Run 1, supply network:
(1.5 px per um) Pins as bars on the die edge. Tap cells in gray.
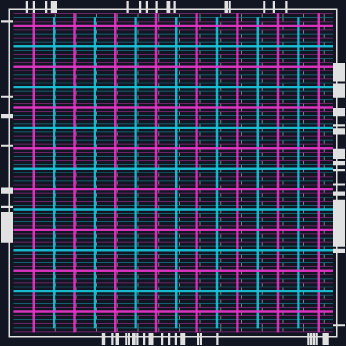
Run 1, the metal 4 layer:
(3 px per um) Supply wires on this layer in gray. Cells faint in the background.
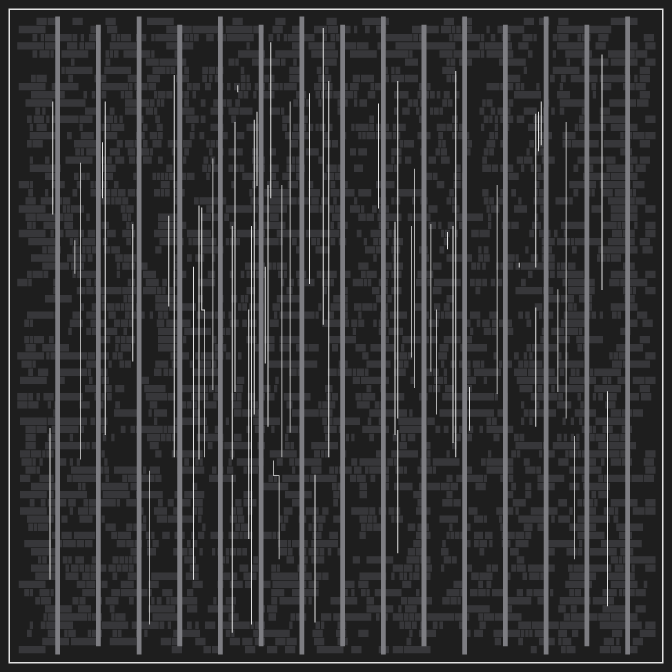
Run 1, wiring by layer:
(2 px per um)
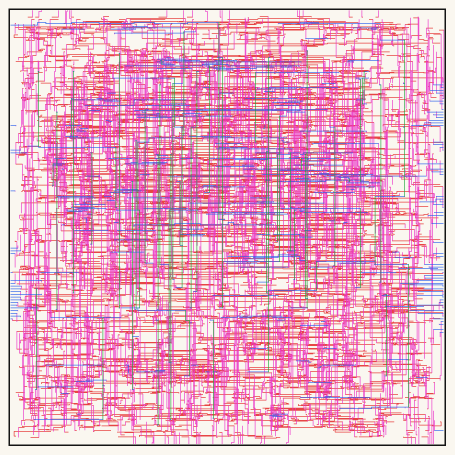
## src/rtl/gpr_exec_pkg.sv

```systemverilog
// Shared opcodes, sequencer state encoding and multiplier length for the
// gpr execute/write-back block.
package gpr_exec_pkg;

    localparam logic [2:0] OP_ADD = 3'b000;
    localparam logic [2:0] OP_SUB = 3'b001;
    localparam logic [2:0] OP_AND = 3'b010;
    localparam logic [2:0] OP_OR  = 3'b011;
    localparam logic [2:0] OP_XOR = 3'b100;
    localparam logic [2:0] OP_SLT = 3'b101;
    localparam logic [2:0] OP_SLL = 3'b110;
    localparam logic [2:0] OP_MUL = 3'b111;

    localparam int MUL_CYCLES = 32;

    typedef enum logic [1:0] {
        IDLE = 2'd0,
        READ = 2'd1,
        EXEC = 2'd2,
        WB   = 2'd3
    } state_e;

endpackage

```

## src/rtl/gpr_mul_seq.sv

```systemverilog
// Iterative shift-add multiplier: one partial product per cycle for
// MUL_CYCLES cycles, keeping only the low WIDTH bits of the product.
module gpr_mul_seq
    import gpr_exec_pkg::*;
#(
    parameter int WIDTH = 32
) (
    input  logic             clk,
    input  logic             rst_n,
    input  logic             start_i,
    input  logic [WIDTH-1:0] a_i,
    input  logic [WIDTH-1:0] b_i,
    output logic             busy_o,
    output logic             valid_o,
    output logic [WIDTH-1:0] product_o
);

    localparam int CW = $clog2(MUL_CYCLES);

    logic [WIDTH-1:0] acc_q, acc_d;
    logic [WIDTH-1:0] mcand_q;
    logic [WIDTH-1:0] mplier_q;
    logic [CW-1:0]    cnt_q;
    logic             busy_q;

    always_comb begin
        acc_d = acc_q + (mplier_q[0] ? mcand_q : '0);
    end

    always_ff @(posedge clk or negedge rst_n) begin
        if (!rst_n) begin
            acc_q    <= '0;
            mcand_q  <= '0;
            mplier_q <= '0;
            cnt_q    <= '0;
            busy_q   <= 1'b0;
        end else if (start_i) begin
            acc_q    <= '0;
            mcand_q  <= a_i;
            mplier_q <= b_i;
            cnt_q    <= CW'(MUL_CYCLES - 1);
            busy_q   <= 1'b1;
        end else if (busy_q) begin
            acc_q    <= acc_d;
            mcand_q  <= mcand_q << 1;
            mplier_q <= mplier_q >> 1;
            cnt_q    <= cnt_q - 1'b1;
            if (cnt_q == '0) begin
                busy_q <= 1'b0;
            end
        end
    end

    // The final product is presented during the last iteration so the
    // caller can register it on the same edge that retires the multiply.
    assign busy_o    = busy_q;
    assign valid_o   = busy_q && (cnt_q == '0);
    assign product_o = acc_d;

endmodule

```

## src/rtl/gpr_exec_wb.sv

```systemverilog
// Serial execute/write-back sequencer around the gpr register file:
// accept, read operands, execute (ALU or iterative MUL), write back.
module gpr_exec_wb
    import gpr_exec_pkg::*;
#(
    parameter int WIDTH = 32,
    parameter int AW    = 5
) (
    input  logic             clk,
    input  logic             rst_n,
    input  logic             in_valid,
    output logic             in_ready,
    input  logic [2:0]       in_op,
    input  logic [AW-1:0]    in_ra,
    input  logic [AW-1:0]    in_rb,
    input  logic [AW-1:0]    in_rc,
    output logic [AW-1:0]    Sa,
    output logic [AW-1:0]    Sb,
    input  logic [WIDTH-1:0] Souta,
    input  logic [WIDTH-1:0] Soutb,
    output logic             Sw,
    output logic [AW-1:0]    Sc,
    output logic [WIDTH-1:0] Sin,
    output logic             busy,
    output logic             done
);

    state_e           state_q, state_d;
    logic [2:0]       op_q;
    logic [AW-1:0]    rc_q, sa_q, sb_q, sc_q;
    logic [WIDTH-1:0] opa_q, opb_q, sin_q;
    logic [WIDTH-1:0] alu_res;
    logic             accept, exec_done;
    logic             mul_start, mul_busy, mul_valid;
    logic [WIDTH-1:0] mul_prod;

    // Operands are fed straight from the read port so the multiplier's
    // first iteration lands in the first EXEC cycle.
    assign mul_start = (state_q == READ) && (op_q == OP_MUL);

    gpr_mul_seq #(.WIDTH(WIDTH)) u_mul (
        .clk       (clk),
        .rst_n     (rst_n),
        .start_i   (mul_start),
        .a_i       (Souta),
        .b_i       (Soutb),
        .busy_o    (mul_busy),
        .valid_o   (mul_valid),
        .product_o (mul_prod)
    );

    assign in_ready  = (state_q == IDLE) && !mul_busy;
    assign accept    = in_valid && in_ready;
    assign exec_done = (op_q != OP_MUL) || mul_valid;

    always_comb begin
        alu_res = '0;
        case (op_q)
            OP_ADD:  alu_res = opa_q + opb_q;
            OP_SUB:  alu_res = opa_q - opb_q;
            OP_AND:  alu_res = opa_q & opb_q;
            OP_OR:   alu_res = opa_q | opb_q;
            OP_XOR:  alu_res = opa_q ^ opb_q;
            OP_SLT:  alu_res = {{(WIDTH-1){1'b0}}, ($signed(opa_q) < $signed(opb_q))};
            OP_SLL:  alu_res = opa_q << opb_q[4:0];
            default: alu_res = mul_prod;
        endcase
    end

    always_comb begin
        state_d = state_q;
        case (state_q)
            IDLE:    if (accept) state_d = READ;
            READ:    state_d = EXEC;
            EXEC:    if (exec_done) state_d = WB;
            default: state_d = IDLE;
        endcase
    end

    always_ff @(posedge clk or negedge rst_n) begin
        if (!rst_n) begin
            state_q <= IDLE;
            op_q    <= OP_ADD;
            rc_q    <= '0;
            sa_q    <= '0;
            sb_q    <= '0;
            sc_q    <= '0;
            opa_q   <= '0;
            opb_q   <= '0;
            sin_q   <= '0;
        end else begin
            state_q <= state_d;
            if (accept) begin
                op_q <= in_op;
                rc_q <= in_rc;
                sa_q <= in_ra;
                sb_q <= in_rb;
            end
            if (state_q == READ) begin
                opa_q <= Souta;
                opb_q <= Soutb;
            end
            if (state_q == EXEC && exec_done) begin
                sc_q  <= rc_q;
                sin_q <= alu_res;
            end
        end
    end

    assign Sa   = sa_q;
    assign Sb   = sb_q;
    assign Sc   = sc_q;
    assign Sin  = sin_q;
    assign Sw   = (state_q == WB);
    assign done = (state_q == WB);
    assign busy = (state_q != IDLE);

endmodule

```

## config.mk

```make
export PLATFORM = sky130hd
export DESIGN_NAME = gpr_exec_wb
export DESIGN_NICKNAME = d
export VERILOG_FILES = /design/src/rtl/gpr_exec_pkg.sv /design/src/rtl/gpr_mul_seq.sv /design/src/rtl/gpr_exec_wb.sv
export SDC_FILE = /design/constraint.sdc
export NUM_CORES = 1
export LEC_CHECK = 0
export CAP_MARGIN = 5
export CORE_MARGIN = 2
export CORE_UTILIZATION = 40
export DETAILED_ROUTE_END_ITERATION = 8
export PLACE_DENSITY_LB_ADDON = 0.05
export SYNTH_ARGS = -nofsm -noshare
export SYNTH_HDL_FRONTEND = slang
export SYNTH_HIERARCHICAL = 1
export SYNTH_SLANG_ARGS = --single-unit
```

## constraint.sdc

```tcl
create_clock -name clk -period 4.4 [get_ports clk]
set_clock_uncertainty 0.05 [all_clocks]
set_input_delay 0.44 -clock clk [delete_from_list [all_inputs] [get_ports clk]]
set_output_delay 0.44 -clock clk [all_outputs]
set_load 0.02 [all_outputs]
```

==> results.toml, run 1 <==
# flow metrics
[status]
outcome = "finished clean"

[global_routing]
met2_usage = 0.471
busiest_layer = "met2"
grtUsageMet3 = 0.0365
antenna_found_initial = 0
grt_pass1_wl_mm = 108
grt_pass1_vias = 16900
gr-usage-met1 = 0.421
overflow = 0
grt_max_degree = 99

[flow_run]
maxCapViolCount = 0
warning_count = 99

[timing]
drv_slew = 0
setup_tns_ns = 0
slew_headroom = 0.324
tightest_slew_ns = 1.01
hold_viol = 0
finalClockPeriodUsage = 0.912
finalWorstSetupSlack_ns = 0.388
finalSetupViolCount = 0
min_period_ns = 4.01
fmax_mhz = 249
fin_hold_ws_ns = 0.404
rsz0062_at_grt = "no"

[drt]
drtIter0Drc = 1706
vias_per_cell = 5.97
final_antenna_net_count = 0
first_pass_iters = 6
drc_errors = 0

[yosys]
synth_top_flop_cell = "dfrtp_1"
synth-async-reset-ratio = 1.00
ys_seq_frac = 0.307
synth_cell_type_count = 89
edf_count = 0
syn_nets = 2433
ys_ff = 223
avgSynthCellArea_um2 = 8.25
netlist_area_mm2 = 0.0182
yosys_cells = 2207
ys_warn_count = 6
synthCells = 2207
yosys_area_mm2 = 0.0182

[finish]
layout-drive-gt1-share = 0.0809
final_area_mm2 = 0.0213
fin_nets = 2506
most-common-layout-cells = "291 x nand2_1, 231 x o21ai_0, 221 x dfrtp_1"
post-route-util = 0.470
diodes = 0
syn2layout_area_growth_pct = 16.8
lay_top_count = "nand2_1"

[floorplanning]
pin_count = 136
fp-utilization = 0.403
die_area_mm2 = 0.0472
rows = 78

[critical_path]
arrival_ns = 4.46
startpoint_type = "register"
r2r-start = "opa_q[7]"
path_class = "register to register"
end_kind = "register"
crit_start = "opa_q[7]"
required_ns = 4.85
critPathMaxFanout = 13

[place]
finalWeightedCongestion = 1.00
portBuffers = 135
dp_hpwl_mm = 54.7
place_ws_ns = 0.501
dpl_cell_area_mm2 = 0.0202

[clocking]
post-cts-setup-buffer-count = 0
clk_pin_slew_worst_paths_ns = 0.07
root_buffer = "clkbuf_16"
clock_sinks = 223
numCtsBuffers = 29
tritoncts = "yes"
h-tree-depth = 1
clockBufferDepth = 3
cts_resized = 0

[hold_path]
min_from = "Soutb[3]"
holdCritPathClass = "primary input to register"

[power_and_ir_drop]
Back to the opening pictures, 'supply network':
color	net
cyan	VDD
magenta	VSS
signal pins	136
tap cells	600
rows	78
Core ar.: 0.0452 mm2
Die H: 217 um
die width: 217 um

Back to the opening pictures, 'the metal 4 layer':
share of all routed wire	4.8%
wire length on this layer	3410 um
longest straight run	133 um
via count: 17.3k
final WL: 71.7 mm

Back to the opening pictures, 'wiring by layer':
color	layer	wire length
green	metal 4	3410 um
blue	metal 3	4240 um
red	metal 1	32.2 mm
magenta	metal 2	31.9 mm
drt wl/cell: 24.7 um
GRT Util Overall: 0.302

-- run 1: metal layers --
layer | up-vias | wire length [um]
met2 | 634 | 31900
met4 | 0 | 3410
met1 | 8473 | 32200
li1 | 8080 | -
met5 | - | 0
met3 | 122 | 4240
-- run 1: through the flow --
stage	instances
2_1_floorplan	2207
3_3_place_gp	2848
3_5_place_dp	2848
4_1_cts	2900
5_1_grt	2900
6_report	2900
-- run 1: sequential cells by signal, indices dropped and copies added, names as in the netlist, 32 cells and up --
name	flops
opb_q	32
opa_q	32
u_mul/mcand_q	32
Sin	32
u_mul/mplier_q	32
u_mul/acc_q	32
-- run 1: synthesized netlist by cell type, types with 18 or more instances --
cell | n | area, um2
nand3_1 | 35 | 175
inv_1 | 106 | 398
mux4_2 | 18 | 405
nand2_1 | 291 | 1090
nor2_1 | 140 | 526
o21ai_0 | 231 | 1160
nor3_1 | 51 | 255
mux2i_1 | 113 | 1130
dfrtp_1 | 223 | 5580
mux2_2 | 22 | 248
clkbuf_1 | 116 | 435
and2_1 | 41 | 257
a211oi_1 | 22 | 165
nand4_1 | 19 | 119
xnor2_1 | 35 | 307
a21o_1 | 35 | 263
a21oi_1 | 195 | 976
ha_1 | 138 | 1730
buf_1 | 20 | 75.1
o31ai_1 | 23 | 173
-- run 1: worst max-delay path, cell delays in order (launching register included) --
cell	delay, ns
dfrtp_1	0.52
inv_1	0.14
ha_1	0.55
and3_1	0.24
nand3_1	0.13
o31ai_1	0.40
a31oi_1	0.29
buf_4	0.24
o21ai_0	0.52
a221oi_1	0.20
a21oi_1	0.37
o22ai_1	0.12
o21ai_0	0.16
-- run 1: cells by family (layout without fill, tap and decap cells) --
kind of cell               Yosys count  in the layout  synth area share
AOI/OAI and AO/OA                  701            701             0.242
xor gates and xnor gates            49             49            0.0243
adders and majority gates          141            141            0.0982
buffers and inverters              262            355            0.0559
DFF                                223            223             0.307
muxes                              157            157             0.104
and+or+nand+nor                    674            674             0.169
-- run 1: final cells by class --
cell class                      count  area (um2)
Sequential cell                   223        5590
Timing Repair Buffer              194        1840
Clock buffer                       38         820
Clock inverter                     13         188
Fill cell                        4514       23900
Tap cell                          600         751
Multi-Input combinational cell   1722       11700
Inverter                          110         413
-- run 1: what timing repair did --
action | 4_1_cts | 5_1_grt
setup endpoints to repair | 0 | 0
hold buffers | 1 | 0
endpoints found under the hold margin | 86 | 0
-- run 1: worst paths after layout --
path                                     endpoint  slack [ns]  depth (start not counted)
worst max-delay path                      Sin[16]        0.39                         12
worst min-delay path                     opb_q[3]        0.40                          3
worst max register to register            Sin[16]        0.39                         12
worst min register to register              Sc[0]        0.41                          2
max in group asynchronous       u_mul/mplier_q[5]        2.85                          3
min in group asynchronous                   Sb[2]        0.46                          2
==> run 2, diff against run 1 <==
- REMOVE_ABC_BUFFERS: default -> 1
- clock period: 4.4 -> 3.25 ns (I/O delays scaled with it)
Run 2, the metal 4 layer:
(3 px per um) Supply wires on this layer in gray. Cells faint in the background.
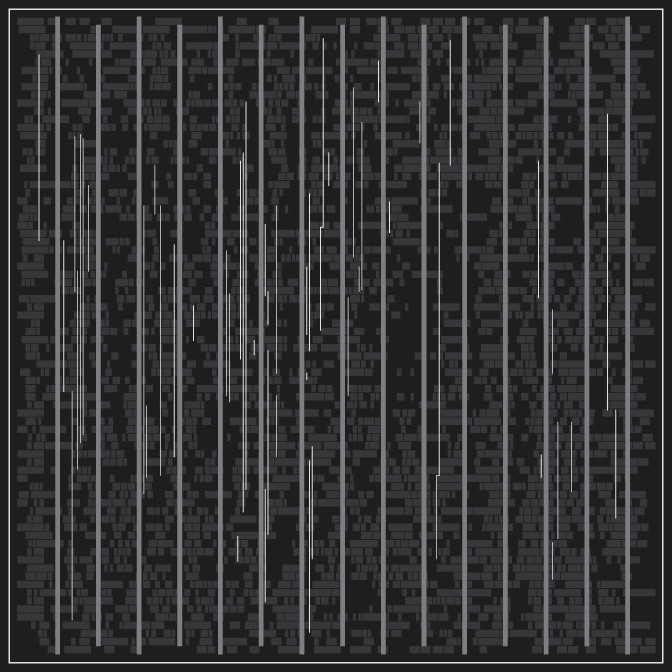
longest straight run	129 um
nets with wire on the layer	41
share of all routed wire	3.1%
final WL: 76.2 mm
via count: 19.0k

Run 2, placement density heat map:
(1.5 px per um) The die is cut into 22 by 22 equal tiles; white is low, dark blue is high, 0 to 100% covered.
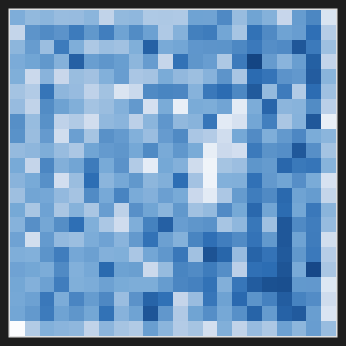
tiles over 75% full	8.3%
fullest tile	92%
nearly empty tiles	0.20%
mean over tiles	51%
Core Util, Final: 0.551
fp_density: 0.403

==> run 2 against run 1 <==
The run now ends with negative setup slack left; maximum frequency grew 17%; critical endpoint is now Sin[30]; largest cell class unchanged; die size did not move; critical path type unchanged; design area rose by 17%; register-to-register slack got worse by 0.58 ns; core utilization grew 8.1 points.
==> results.toml, run 2 <==
# flow metrics
[critical_path]
crit_family = "AND-OR/OR-AND gates"
worst-path-buf-inv = 1
slowest_stage = "dfrtp_2"
startpoint_type = "register"
arrival_ns = 3.86
path_cells = "buf_6 -> and2_1 -> ha_1 -> nand4_1 -> o221ai_1 -> a221o_1 -> a41o_1 -> a31o_4 -> a211o_1 -> xor2_1 -> nor2_1 -> nor2_1 -> a32o_1 -> a221o_1"
critPathMaxFanout = 8
critPathMaxStageDelay_ns = 0.44
path_class = "register to register"

[timing]
finalClockPeriodUsage = 1.06
hold_viol = 0
rsz0062_at_grt = "yes"
tightest_slew_ns = 1.07
finalWorstSetupSlack_ns = -0.190
finalSetupViolCount = 5
slew_headroom = 0.287
fin_hold_ws_ns = 0.212

[drt]
final_antenna_net_count = 0
drc_errors = 0
vias_per_cell = 5.78
drtIter0Drc = 1731

[yosys]
synthCells = 2207
yosys_area_mm2 = 0.0182
ys_top_cells_by_count = "291 x nand2_1, 231 x o21ai_0, 223 x dfrtp_1"
avgSynthCellArea_um2 = 8.25
most_common_cell = "nand2_1"
top_area_frac = 0.307
edf_count = 0
ys_seq_frac = 0.307

[place]
portBuffers = 135
dp_hpwl_mm = 59.3

[global_routing]
grt_pass1_vias = 18500
grt_pass1_wl_mm = 115

[finish]
most-common-layout-cells = "421 x buf_4, 289 x nand2_1, 218 x dfrtp_1"
fill_cells = 4274

[floorplanning]
rows = 78
dieWidth_um = 217

[clocking]
clockBufferDepth = 3
root_buffer = "clkbuf_16"
tritoncts = "yes"
clk_pin_slew_worst_paths_ns = 0.06

[status]
violations = "negative setup slack"
outcome = "finished, violations left"
-- run 2: logic make-up (layout without fill, tap and decap cells) --
| group | count (synthesis) | after routing | synth area share |
|---|---|---|---|
| AND-OR/OR-AND | 701 | 701 | 0.242 |
| XOR/XNOR | 49 | 49 | 0.0243 |
| adder cells (fa/ha/maj) | 141 | 141 | 0.0982 |
| buffers and inverters | 262 | 734 | 0.0559 |
| flip-flops | 223 | 223 | 0.307 |
| multiplexers | 157 | 157 | 0.104 |
| AND/OR/NAND/NOR | 674 | 674 | 0.169 |
-- run 2: worst paths after layout --
path                                    from            to  slack (ns)
setup / recovery           u_mul/mplier_q[0]       Sin[30]       -0.19
hold / removal                         rst_n        Sin[3]        0.21
setup reg to reg           u_mul/mplier_q[0]       Sin[30]       -0.19
hold reg to reg                      rc_q[0]         Sc[0]        0.42
max in group asynchronous              rst_n  u_mul/busy_o        2.08
min in group clk                   Soutb[13]     opb_q[13]        0.27
-- run 2: worst register-to-register path: cells and delay by family, from the launching register on --
family | cells | cell delay [ns]
DFF | 1 | 0.44
xor gates and xnor gates | 1 | 0.15
and+or+nand+nor | 4 | 0.41
AOI/OAI and AO/OA | 7 | 1.81
adders and majority gates | 1 | 0.31
buffers and inverters | 1 | 0.15
-- run 2: layout make-up --
class                           instances  area share
Multi-Input combinational cell       1722       0.499
Sequential cell                       223       0.224
Timing Repair Buffer                  571       0.191
Clock buffer                           40      0.0332
Tap cell                              600      0.0302
Inverter                              110      0.0166
Clock inverter                         13     0.00583
-- run 2: what timing repair did --
action,4_1_cts,5_1_grt
gates resized,57,126
endpoints found under the setup margin,23,31
setup buffers,13,12
pin swaps,25,62
endpoints found under the hold margin,53,0
cloned,0,2
hold buffers,1,0
-- run 2: through the flow --
stage / utilization / std cells / worst slack (ns)
final: 0.551 / 3279 / -0.190
after global routing: 0.551 / 3279 / -0.347
after CTS: 0.536 / 3267 / -0.251
after detailed placement: 0.507 / 3200 / -0.410
after global placement: 0.507 / 3200 / -0.385
after floorplan: - / 2055 / -5.62
-- run 2: routing by layer --
layer / wire length, um / global-route usage
met1: 34400 / 0.442
met2: 34600 / 0.507
met3: 4890 / 0.0472
met4: 2390 / 0.0913
met5: 0 / 0
